$ cat config.mk
export PLATFORM = sky130hd
export DESIGN_NAME = controlador_sequenciador
export DESIGN_NICKNAME = d
export VERILOG_FILES = /design/src/rtl/sap1_pkg.sv /design/src/rtl/controlador_sequenciador_contador_anel.sv /design/src/rtl/controlador_sequenciador.sv
export SDC_FILE = /design/constraint.sdc
export NUM_CORES = 1
export LEC_CHECK = 0
export CORE_AREA = 8 8 56 58
export CTS_BUF_LIST = sky130_fd_sc_hd__clkbuf_8 sky130_fd_sc_hd__clkbuf_16
export DETAILED_ROUTE_END_ITERATION = 10
export DIE_AREA = 0 0 64 66
export PLACE_DENSITY = 0.49
export SLEW_MARGIN = 5
export SYNTH_ARGS = -nofsm -noshare
export SYNTH_HDL_FRONTEND = slang
export SYNTH_SLANG_ARGS = --single-unit
$ cat constraint.sdc
create_clock -name clk -period 2.15 [get_ports clk]
set_clock_uncertainty 0.1 [all_clocks]
set_input_delay 0.3225 -clock clk [delete_from_list [all_inputs] [get_ports clk]]
set_output_delay 0.3225 -clock clk [all_outputs]
set_load 0.05 [all_outputs]
$ cat src/rtl/sap1_pkg.sv
// Shared constants for the SAP-1 controller/sequencer: opcodes, one-hot
// T-states and the bit positions of the control word.
package sap1_pkg;

    // Opcodes (instruction register high nibble)
    localparam logic [3:0] OP_LDA = 4'b0000;
    localparam logic [3:0] OP_ADD = 4'b0001;
    localparam logic [3:0] OP_SUB = 4'b0010;
    localparam logic [3:0] OP_OUT = 4'b1110;
    localparam logic [3:0] OP_HLT = 4'b1111;

    // One-hot T-states, bit0 = T1
    localparam logic [5:0] T1 = 6'b000001;
    localparam logic [5:0] T2 = 6'b000010;
    localparam logic [5:0] T3 = 6'b000100;
    localparam logic [5:0] T4 = 6'b001000;
    localparam logic [5:0] T5 = 6'b010000;
    localparam logic [5:0] T6 = 6'b100000;

    // Control word layout, MSB first: Cp Ep Lm CE Li Ei La Ea Su Eu Lb Lo
    localparam int CW_W  = 12;
    localparam int CW_CP = 11;
    localparam int CW_EP = 10;
    localparam int CW_LM = 9;
    localparam int CW_CE = 8;
    localparam int CW_LI = 7;
    localparam int CW_EI = 6;
    localparam int CW_LA = 5;
    localparam int CW_EA = 4;
    localparam int CW_SU = 3;
    localparam int CW_EU = 2;
    localparam int CW_LB = 1;
    localparam int CW_LO = 0;

    typedef logic [CW_W-1:0] ctrl_word_t;

endpackage

$ cat src/rtl/controlador_sequenciador_contador_anel.sv
// Six-position one-hot ring counter producing the T-state. Advances one
// position per edge while run=1 and freeze=0; reset returns it to T1.
module contador_anel
    import sap1_pkg::*;
(
    input  logic       clk,
    input  logic       rst,
    input  logic       run,
    input  logic       freeze,
    output logic [5:0] t_state
);

    logic [5:0] ring_q;
    logic [5:0] ring_d;

    // Next ring value: rotate left when allowed to advance, otherwise hold
    always_comb begin
        ring_d = ring_q;
        if (run && !freeze) begin
            ring_d = {ring_q[4:0], ring_q[5]};
        end
    end

    // Ring register with synchronous reset to T1
    always_ff @(posedge clk) begin
        if (rst) begin
            ring_q <= T1;
        end else begin
            ring_q <= ring_d;
        end
    end

    assign t_state = ring_q;

endmodule

$ cat src/rtl/controlador_sequenciador.sv
// SAP-1 controller/sequencer: ring-counter T-state, registered halt flag
// and a purely combinational control-word decode of (t_state, hlt, opcode).
module controlador_sequenciador
    import sap1_pkg::*;
#(
    parameter int OPC_W = 4
) (
    input  logic             clk,
    input  logic             rst,
    input  logic             run,
    input  logic [OPC_W-1:0] opcode,
    output logic [5:0]       t_state,
    output logic             Cp,
    output logic             Ep,
    output logic             Lm,
    output logic             CE,
    output logic             Li,
    output logic             Ei,
    output logic             La,
    output logic             Ea,
    output logic             Su,
    output logic             Eu,
    output logic             Lb,
    output logic             Lo,
    output logic             hlt
);

    logic       hlt_q;
    logic       hlt_d;
    logic       halt_req;
    logic       freeze;
    ctrl_word_t ctrl;

    contador_anel u_anel (
        .clk     (clk),
        .rst     (rst),
        .run     (run),
        .freeze  (freeze),
        .t_state (t_state)
    );

    // Halt flag register; reset clears it even while halted
    always_ff @(posedge clk) begin
        if (rst) begin
            hlt_q <= 1'b0;
        end else begin
            hlt_q <= hlt_d;
        end
    end

    // Halt request at T4 of HLT also freezes the ring on that same edge so
    // the T-state parks at T4 rather than slipping to T5.
    always_comb begin
        halt_req = run && !hlt_q && (t_state == T4) && (opcode == OPC_W'(OP_HLT));
        hlt_d    = hlt_q | halt_req;
        freeze   = hlt_q | halt_req;
    end

    // Control-word decode; all zero during reset, while paused or halted
    always_comb begin
        ctrl = '0;
        if (!rst && run && !hlt_q) begin
            case (t_state)
                T1: begin
                    ctrl[CW_EP] = 1'b1;
                    ctrl[CW_LM] = 1'b1;
                end
                T2: begin
                    ctrl[CW_CP] = 1'b1;
                end
                T3: begin
                    ctrl[CW_CE] = 1'b1;
                    ctrl[CW_LI] = 1'b1;
                end
                T4: begin
                    if (opcode == OPC_W'(OP_LDA) || opcode == OPC_W'(OP_ADD) ||
                        opcode == OPC_W'(OP_SUB)) begin
                        ctrl[CW_EI] = 1'b1;
                        ctrl[CW_LM] = 1'b1;
                    end else if (opcode == OPC_W'(OP_OUT)) begin
                        ctrl[CW_EA] = 1'b1;
                        ctrl[CW_LO] = 1'b1;
                    end
                end
                T5: begin
                    if (opcode == OPC_W'(OP_LDA)) begin
                        ctrl[CW_CE] = 1'b1;
                        ctrl[CW_LA] = 1'b1;
                    end else if (opcode == OPC_W'(OP_ADD) || opcode == OPC_W'(OP_SUB)) begin
                        ctrl[CW_CE] = 1'b1;
                        ctrl[CW_LB] = 1'b1;
                    end
                end
                T6: begin
                    // Only ADD/SUB let the ALU drive the bus; Su only for SUB
                    if (opcode == OPC_W'(OP_ADD) || opcode == OPC_W'(OP_SUB)) begin
                        ctrl[CW_EU] = 1'b1;
                        ctrl[CW_LA] = 1'b1;
                        ctrl[CW_SU] = (opcode == OPC_W'(OP_SUB));
                    end
                end
                default: ctrl = '0;
            endcase
        end
    end

    assign Cp  = ctrl[CW_CP];
    assign Ep  = ctrl[CW_EP];
    assign Lm  = ctrl[CW_LM];
    assign CE  = ctrl[CW_CE];
    assign Li  = ctrl[CW_LI];
    assign Ei  = ctrl[CW_EI];
    assign La  = ctrl[CW_LA];
    assign Ea  = ctrl[CW_EA];
    assign Su  = ctrl[CW_SU];
    assign Eu  = ctrl[CW_EU];
    assign Lb  = ctrl[CW_LB];
    assign Lo  = ctrl[CW_LO];
    assign hlt = hlt_q;

endmodule

Fig. 1: floorplan with the power grid
The bar under the picture is 20 microns long. Pins as bars on the die edge. Tap cells in grey.
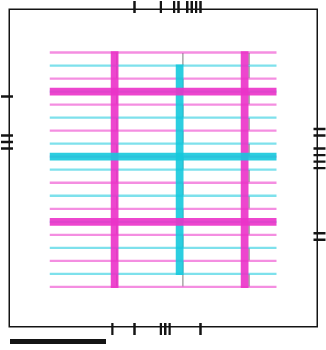
| colour | net |
|---|---|
| magenta | VSS |
| cyan | VDD |
met4 straps: 3
rows: 18
met5 straps: 3

Fig. 2: cells coloured by class
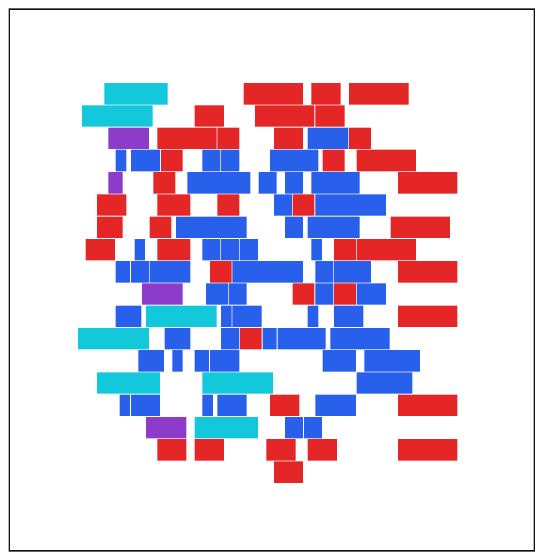
| colour | class | cells |
|---|---|---|
| blue | combinational and other logic | 54 |
| cyan | flops | 7 |
| purple | clock drivers and dummy loads | 4 |
| red | other buffers and delay cells | 40 |
Layout Cell Area excl Fill: 0.001262 sq mm
Std-Cell Core Area: 0.002320 sq mm

Fig. 3: clock network drawn from the DEF
The bar under the picture is 20 microns long.
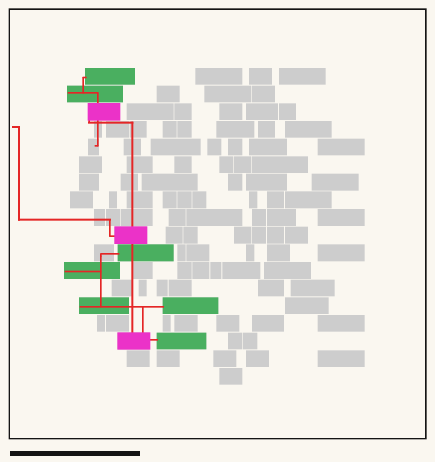
[green] flip-flops | count: 7
[magenta] clock drivers | count: 3
[red] clock wires | length: 134 microns
routed clock nets: 4
clock network latency to the later pin of the worst-skew pair: 230 ps
power in the clock group: 0.187 mW
clock network fraction of total power: 0.401

Fig. 4: metal layers overlaid
The bar under the picture is 20 microns long. Only two layers are drawn.
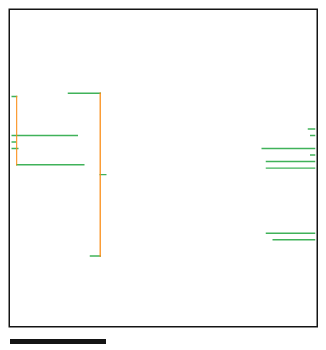
| colour | layer | wire length |
|---|---|---|
| green | metal 3 | 92.7 microns |
| orange | metal 4 | 48.3 microns |
mean routed wirelength per cell: 14.29 microns
total number of vias: 656
total length of routed wires: 1929 microns
total routing resource utilization after global routing: 0.09272

-- layer usage --
layer / wire length [microns] / share of wire / vias up / track usage
met2: 1012 / 0.52 / 15 / 0.1518
li1: - / - / 330 / -
met1: 775 / 0.40 / 306 / 0.1037
met5: 0 / 0 / - / 0
met4: 48 / 0.025 / 0 / 0.05850
met3: 92 / 0.048 / 5 / 0.02712
-- worst max-delay path, delay by kind of cell, from the launching register on --
kind / cells / cell delay [ps]
AND/OR/NAND/NOR: 3 / 1260
flip-flops: 1 / 310
buffers and inverters: 1 / 160
-- metrics by stage --
stage	setup TNS, ps	instance area (sq um)	hold WS (ps)
after floorplan	-661.8	683.2	462.1
after global placement	-1839	1141	460.9
after detailed placement	-1915	1141	464.5
after CTS	-701.7	1189	474.6
after global routing	-721.6	1262	468.8
final	-482.8	1262	446.6
-- cell families after synthesis --
logic type,Yosys count,synth area share
DFF,7,0.2641
and+or+nand+nor,41,0.5047
xor gates and xnor gates,1,0.01651
buffers and inverters,6,0.04952
AOI/OAI and AO/OA,7,0.08961
muxes,4,0.07547
-- registers in the layout, indices dropped and copies added, names as in the netlist --
signal	count
hlt	1
u_anel.t_state	6
-- power by group through the flow --
stage	registers [mW]	logic, mW	clock network [mW]
after floorplan	0.159	0.0617	0
after global placement	0.148	0.126	0
after detailed placement	0.148	0.127	0
after CTS	0.146	0.126	0.195
after global routing	0.149	0.140	0.202
final	0.148	0.132	0.187
-- cell usage after synthesis, types with 2 or more instances --
| master | n |
|---|---|
| nor3b_2 | 2 |
| nor4b_1 | 3 |
| a211oi_1 | 2 |
| clkbuf_1 | 4 |
| nor3_1 | 4 |
| dfxtp_1 | 7 |
| a21oi_1 | 3 |
| and2_1 | 2 |
| nand3_1 | 2 |
| nand2_1 | 2 |
| or4b_2 | 2 |
| nand2b_1 | 3 |
| and3_1 | 2 |
| nor2_1 | 8 |
| nand4_1 | 5 |
| mux2i_1 | 4 |
-- path summary, 6_finish.rpt --
| path | to | slack, ps | cells after the start |
|---|---|---|---|
| max reg2reg | u_anel.t_state[4]$_SDFFE_PP0P_ | 660 | 6 |
| max | Cp | -240 | 4 |
| min reg2reg | u_anel.t_state[0]$_SDFFE_PP1P_ | 490 | 1 |
| min | u_anel.t_state[3]$_SDFFE_PP0P_ | 450 | 3 |
-- cell type report --
type,instances,area [sq um]
fillers,205,1057
multi-input cells,53,526.8
repair buffers,40,489.2
flip-flops and latches,7,158.9
clock buffers,3,41.29
well taps,30,37.54
clock inverters,1,5.005
inverters,1,3.754
-- repair_timing --
item                       4_1_cts  5_1_grt
gates resized                    3       11
pin swaps                        5       10
setup endpoints to repair       10        8
setup buffers                    0        3
hold buffers                     0        0
==> notes.org <==
* Implementation run

** Outcome
- Status :: finished, violations left
- The checks that failed: negative setup slack.

** Synth
- Portion of the post-synthesis area used by sequential elements :: 0.2642
- Cell total in the yosys stat output :: 66
- Synthesis area per yosys :: 530.5 sq um
- The share of synthesized area in the top cell type comes to 0.2642.
- In this run, synthesis inferred 0 flip-flops with an integrated enable.
- Asr flop ratio synth :: 0
- Largest cells by area :: dfxtp_1 26%, mux2i_1 7.5%, nand4_1 5.9%
- The synthesis report lists the Yosys warning total as 0.
- Seq cells post-synth :: 7
- The mapped netlist covers 530.5 sq um.
- Dominant synthesized flop cell :: dfxtp_1
- Average instance area after synthesis :: 8.038 sq um
- The synthesized netlist handed to floorplanning was reported with a cell count of 66.
- Yosys mapped the design onto 27 distinct sky130hd cell types.

** Route
- DRT Pass-1 Iters :: 4
- Once detail routing completed, the nets flagged for antenna violations numbered 0.
- Drt via density :: 4.859
- DRC violation count after routing :: 0
- Number of DRC markers in iteration 0 :: 2

** Global route
- The via count of the first global-routing pass came to 690.
- The initial antenna violation count was 0.
- GRT overflow :: 0
- Entering global routing, the biggest net connects 13 pins.
- The first global-routing pass estimated 3132 microns of wire.

** Power and ir drop
- The design draws 0.4668 mW.
- The worst VDD IR drop from the latest analysis is 0.0003333 V.
- The script computed the net switching share of total power as 0.3093.
- The power report puts the net switching power at 0.1444 mW.
- LEAKAGE :: 0.4683 nW
- The power report attributes to the combinational group a share of 0.283.
- The report lists the power per cell area as 369.7 mW/mm^2.
- The power report lists cell-internal power as 0.3224 mW.
- Of the total power, registers draw 0.317.

** Timing
- Total count of hold-check failures in the final report :: 0
- For the finished layout, the period the worst path requires is 2394 ps.
- Share of the clock period used by the worst path after layout :: 1.113
- The final timing report lists a max-slew violation count of 0.
- For this run, the final setup violation count is recorded as 3.
- Across all checked pins, the minimum headroom to the slew limit is 0.6661.
- For this run, the top clock speed supported by timing is 0.4178 GHz.
- Minimum setup slack in the final design :: -243.6 ps
- Unrepaired setup endpoints after global routing :: true

** Floorplan
- Top-level port count :: 26
- Floorplan core density :: 0.2287
- The floorplan step defined a die boundary enclosing 0.004224 sq mm.
- According to the floorplan report, the die width is 64 microns.
- # rows :: 18
- In this run the vertical extent of the chip is 66 microns.

** Setup path
- Among all stages on the critical path, the largest delay is contributed by or4b_4.
- Crit-path max FO :: 2
- STA classifies the critical path endpoint as a primary output.
- Data on the critical path arrives at its endpoint at 1970 ps.
- The required time at the worst endpoint is listed as 1730 ps.
- For reference, the most critical setup path is categorized as reg2out.
- Cells along the critical path :: or4b_4, or4_4, nor3b_4, buf_12
- In this design, the stage delay of the slowest critical-path cell is 540 ps.
- Per the timing report, the most critical flop-to-flop path originates at hlt$_SDFF_PP0_.
- Crit path launch :: hlt$_SDFF_PP0_
- Element type at the critical path start :: flip-flop

** CTS
- CTS placed an instance of clkbuf_8 at the clock tree root.
- Clock input transition at the sequential cells of the worst setup and hold paths :: 40 ps
- Clk sink count :: 7
- CTS reports a maximum clock tree buffer depth of 2.
- Number of levels in the clock H-tree :: 1
- Cts bufs inserted :: 3
- TritonCTS built the clock tree.

** Place
- Detailed Place HPWL :: 1490 microns
- Cell Count Post-Placement :: 128
- Post-Place Setup Slack :: -467.0 ps
- Count of buffers from port buffering :: 25

** Worst hold path
- Per the hold report, the tightest min-delay path originates at rst.
- Hold WC Path Type :: in2reg

** Layout
- Post-Route Utilization :: 0.5442
- From synthesis to final layout, the design area changed by 138.0%.
- Antenna fix cells :: 0
- The most common logic cell in the final layout is buf_4.
- Per the final layout report, the fraction of cells sized above drive strength 1 comes to 0.5810.
- For this run, the number of standard cells in the final layout without fillers is 135.

** Run
- Max_cap viols :: 0
- Number of warnings in the stage logs :: 29
Power is estimated from default activity; no workload was simulated.
